**src/rtl/wrr_arbiter_pkg.sv**
```systemverilog
// Shared types and helpers for the weighted round-robin arbiter.
package wrr_arbiter_pkg;

    typedef enum logic {
        IDLE = 1'b0,
        HOLD = 1'b1
    } state_t;

    // Index width with a floor of one bit so degenerate sizes still elaborate.
    function automatic int unsigned idx_w(input int unsigned n);
        return (n < 2) ? 1 : $clog2(n);
    endfunction

endpackage

```
**src/rtl/wrr_arbiter_rr_prio_pick.sv**
```systemverilog
// Combinational round-robin pick: lowest eligible index at or above ptr,
// falling back to the lowest eligible index overall.
module rr_prio_pick #(
    parameter int unsigned N  = 4,
    parameter int unsigned IW = 2
) (
    input  logic [N-1:0]  eligible,
    input  logic [IW-1:0] ptr,
    output logic [N-1:0]  pick,
    output logic [IW-1:0] pick_idx,
    output logic          any
);

    logic [N-1:0]  mask;
    logic [N-1:0]  masked;
    logic [IW-1:0] idx_masked;
    logic [IW-1:0] idx_all;
    logic          any_masked;

    always_comb begin
        mask       = '0;
        idx_masked = '0;
        idx_all    = '0;
        for (int unsigned i = 0; i < N; i++) begin
            mask[i] = (IW'(i) >= ptr);
        end
        masked = eligible & mask;
        // Descending scan so the last hit is the lowest set index.
        for (int unsigned i = N; i > 0; i--) begin
            if (masked[i-1])   idx_masked = IW'(i - 1);
            if (eligible[i-1]) idx_all    = IW'(i - 1);
        end
        any_masked = |masked;
        any        = |eligible;
        pick_idx   = any_masked ? idx_masked : idx_all;
        pick       = '0;
        if (any) pick[pick_idx] = 1'b1;
    end

endmodule

```
**src/rtl/wrr_arbiter.sv**
```systemverilog
// Weighted round-robin arbiter: a granted channel keeps the grant for up to
// weight done pulses, then the pointer advances past it.
module wrr_arbiter
    import wrr_arbiter_pkg::*;
#(
    parameter int unsigned N        = 4,
    parameter int unsigned WEIGHT_W = 4
) (
    input  logic                  clk,
    input  logic                  rst,
    input  logic [N-1:0]          req,
    input  logic [N*WEIGHT_W-1:0] weight,
    input  logic                  done,
    output logic [N-1:0]          grant,
    output logic [$clog2(N)-1:0]  grant_idx,
    output logic                  grant_valid
);

    localparam int unsigned IW = idx_w(N);

    state_t              state, state_nxt;
    logic [WEIGHT_W-1:0] credit, credit_nxt;
    logic [IW-1:0]       ptr, ptr_nxt;
    logic [N-1:0]        grant_nxt;
    logic [IW-1:0]       idx_nxt;
    logic [WEIGHT_W-1:0] w_arr [N];
    logic [N-1:0]        eligible;
    logic [N-1:0]        pick;
    logic [IW-1:0]       pick_idx;
    logic                pick_any;
    logic                release_now;

    always_comb begin
        for (int unsigned i = 0; i < N; i++) begin
            w_arr[i]    = weight[i*WEIGHT_W +: WEIGHT_W];
            eligible[i] = req[i] & (w_arr[i] != '0);
        end
    end

    rr_prio_pick #(
        .N  (N),
        .IW (IW)
    ) u_pick (
        .eligible (eligible),
        .ptr      (ptr),
        .pick     (pick),
        .pick_idx (pick_idx),
        .any      (pick_any)
    );

    // Release ignores the live weight: only request drop or exhausted credit.
    assign release_now = !req[grant_idx] || (done && credit == WEIGHT_W'(1));

    always_comb begin
        state_nxt  = state;
        grant_nxt  = grant;
        idx_nxt    = grant_idx;
        credit_nxt = credit;
        ptr_nxt    = ptr;
        case (state)
            IDLE: begin
                if (pick_any) begin
                    state_nxt  = HOLD;
                    grant_nxt  = pick;
                    idx_nxt    = pick_idx;
                    credit_nxt = w_arr[pick_idx];
                end
            end
            HOLD: begin
                if (release_now) begin
                    state_nxt = IDLE;
                    grant_nxt = '0;
                    ptr_nxt   = (grant_idx == IW'(N - 1)) ? '0 : grant_idx + IW'(1);
                end else if (done) begin
                    credit_nxt = credit - WEIGHT_W'(1);
                end
            end
            default: state_nxt = IDLE;
        endcase
    end

    always_ff @(posedge clk) begin
        if (rst) begin
            state       <= IDLE;
            grant       <= '0;
            grant_idx   <= '0;
            grant_valid <= 1'b0;
            credit      <= '0;
            ptr         <= '0;
        end else begin
            state       <= state_nxt;
            grant       <= grant_nxt;
            grant_idx   <= idx_nxt;
            grant_valid <= |grant_nxt;
            credit      <= credit_nxt;
            ptr         <= ptr_nxt;
        end
    end

endmodule

```
**config.mk**
```make
export PLATFORM = sky130hd
export DESIGN_NAME = wrr_arbiter
export DESIGN_NICKNAME = d
export VERILOG_FILES = /design/src/rtl/wrr_arbiter_pkg.sv /design/src/rtl/wrr_arbiter_rr_prio_pick.sv /design/src/rtl/wrr_arbiter.sv
export SDC_FILE = /design/constraint.sdc
export NUM_CORES = 1
export LEC_CHECK = 0
export CAP_MARGIN = 20
export CORE_UTILIZATION = 40
export DETAILED_ROUTE_END_ITERATION = 10
export HOLD_SLACK_MARGIN = 0.15
export PLACE_DENSITY_LB_ADDON = 0.2
export SETUP_SLACK_MARGIN = 0.1
export SLEW_MARGIN = 15
export SYNTH_ARGS = -nofsm -noshare
export SYNTH_HDL_FRONTEND = slang
export SYNTH_HIERARCHICAL = 1
export SYNTH_SLANG_ARGS = --single-unit
```
**constraint.sdc**
```tcl
create_clock -name clk -period 2.5 [get_ports clk]
set_input_delay 0.375 -clock clk [delete_from_list [all_inputs] [get_ports clk]]
set_output_delay 0.375 -clock clk [all_outputs]
set_load 0.005 [all_outputs]
```
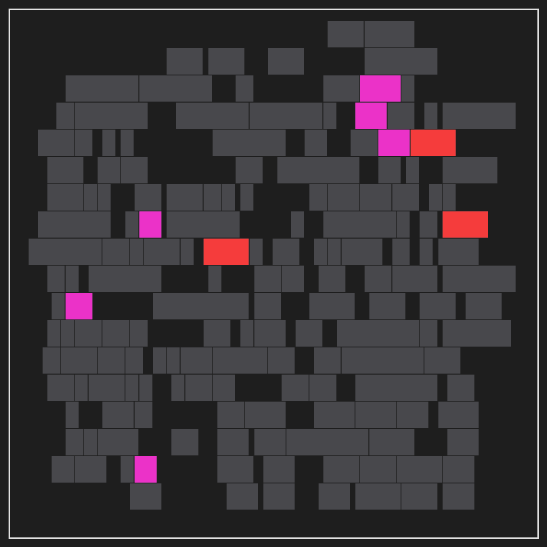
*Selected gate families*
Scale: 10 px per µm.
[red] fa/ha/maj cells | cells: 3
[magenta] and/or cells | cells: 6
post-route insts no fill: 194
logic share of the area: 48.2%
most common cell after layout, fill and taps aside: nand2_1

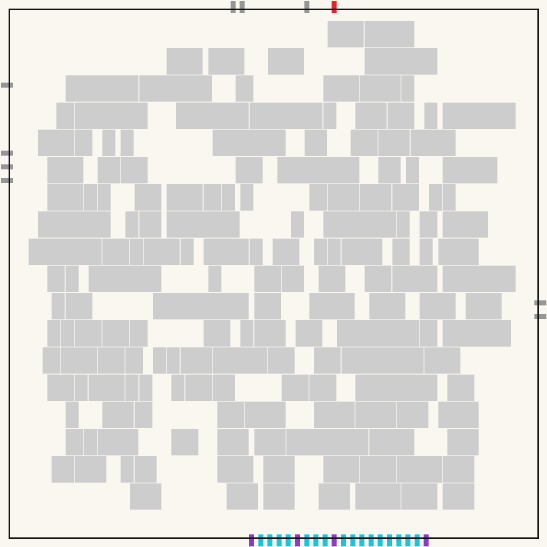
*I/O pins on the die edge*
Scale: 10 px per µm. Pins as bars across the die edge, other pins in gray.
[cyan] weight | pins: 16 | direction: input | edge: bottom
[purple] req | pins: 4 | direction: input | edge: bottom
[red] done | pins: 1 | direction: input | edge: top
all pins by edge: 20 bottom, 4 left, 4 top, 2 right

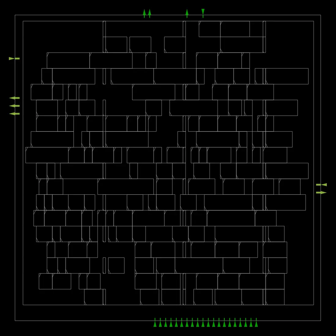
*Cell placement*
inserted tap cell count: 30
num rows: 18
fill cell total of the finished layout: 225

==> commit_impl_results.txt <==
Update PnR metrics after Yosys + OpenROAD run

* Place WS: -0.373 ns
- Leakage power of the design: 0.649 nW
- Synthesis inferred 14 register bits.
- Post-Syn Area per Cell: ~8.7 µm²
* Number of warnings in the stage logs: 28
- Clk root buf: clkbuf_4
- For this configuration, the core starts out at a cell density of 41.9%.
* Status: finished clean
- TritonCTS built the clock tree.
- Length of the first detailed-routing pass in iterations: 4
* Launching element type of the critical path: input pin
- Post-synthesis adder-cell area fraction: roughly 3.6%
* Clock buffers created by TritonCTS: 3
* First-pass GRT wire length: 4.75 mm
* Top cells by count, synth: nand2_1, dfxtp_1, a21oi_1, nor2_1, inv_1
- Number of endpoints with negative hold slack in the final report: 0
- Residual DRC: 0
- Reg-to-reg critical path endpoint: credit[2]
* Number of warning messages in the yosys log: 6
- Global routing used 23.4% of the available tracks across all layers.
- Worst R2R Start: ptr[1]
* Core footprint: 0.00245 mm²
- The stat command in Yosys gives a chip area of 0.00103 mm².
- Fraction of layout instances using a drive strength above 1: 25.6%
* Worst Skew: roughly 0.0086 ns
- The smallest clock period supported by the final layout is computed as around 2.4 ns.
* Input/output buffers: 29
* Iteration-0 DRC count of the detailed router: 29
* Tally of max-capacitance violations: 0
- Delay of the slowest cell on the worst path: just under 0.5 ns
* Fraction of registers with async set or reset after synthesis: 0%
- Gate Count Post-Synth: 119
- According to the floorplan report, the die height is 52.7 µm.
* Worst hold margin: 0.488 ns
* Post-CTS clock slew at the launch and capture registers of the worst setup and hold paths: 0.09 ns
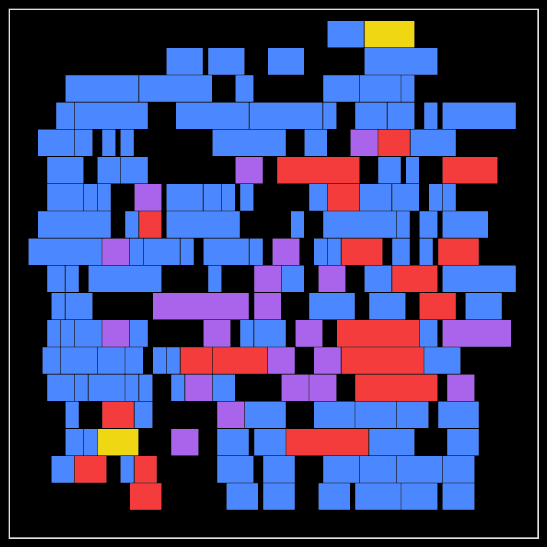
*Drive-strength map*
Scale: 10 px per µm.
[purple] x3 and x4 | cells: 21 | most used: buf_4
[blue] x1 and smaller | cells: 122 | most used: nand2_1
[yellow] x6 and larger | cells: 2
[red] x2 | cells: 19 | most used: mux4_2
Design Area, Final: 0.00153 mm²
count of plain and timing-repair buffers in the layout: 46

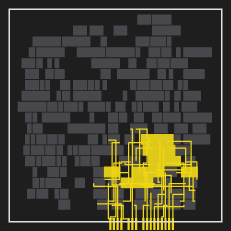
*Nets reached from selected ports*
Scale: 4 px per µm.
[yellow] weight | bits: 16 | direction: input | edge: bottom | end cells: 8 | buffers: 19 | wire: 436 µm

==> report_power, final <==
part / total [mW] / internal (mW) / switching [mW]
Clock: 0.168 / 0.0887 / 0.0791
Combinational: 0.287 / 0.160 / 0.127
Sequential: 0.278 / 0.248 / 0.0307
==> how the worst max path moves through the flow <==
stage | startpoint | to | slack [ns] | cells past startpoint
after floorplan | weight[11] | credit[2] | 0.08 | 9
after global placement | weight[11] | credit[2] | -0.32 | 10
after detailed placement | weight[11] | credit[2] | -0.37 | 10
after CTS | weight[13] | credit[2] | 0.11 | 9
after global routing | weight[10] | credit[2] | 0.07 | 10
final | weight[10] | credit[2] | 0.14 | 10
==> cell type report <==
| cell class | instances | area, µm² | area share (%) |
|---|---|---|---|
| well taps | 30 | 37.5 | 2.45 |
| clock buffers | 4 | 36.3 | 2.37 |
| repair buffers | 46 | 418 | 27.2 |
| inverters | 6 | 22.5 | 1.47 |
| flip-flops and latches | 14 | 280 | 18.3 |
| multi-input cells | 94 | 739 | 48.2 |
==> tightest hold or removal path: stages (launching register included) <==
cell	delay (ns)
dfxtp_1	0.33
nand2_1	0.06
a21oi_1	0.06
==> state kept, by name (all words and copies together) (netlist names) <==
register / flops
credit: 4
grant: 4
grant_idx: 2
grant_valid: 1
ptr: 2
state: 1
==> timing repair <==
| item | 4_1_cts | 5_1_grt |
|---|---|---|
| gates resized | 15 | 8 |
| setup endpoints to repair | 3 | 4 |
| setup buffers | 1 | 0 |
| hold buffers | 0 | 0 |
| pin swaps | 8 | 6 |
| endpoints found under the hold margin | 0 | 0 |
==> metal layers <==
metal	share of wire [%]	GRT usage, %
met1	43	28.0
met4	0	2.63
met2	54	42.4
met5	0	0
met3	3.5	6.38
Power figures rest on the tool's default switching activity, not on a simulated workload.
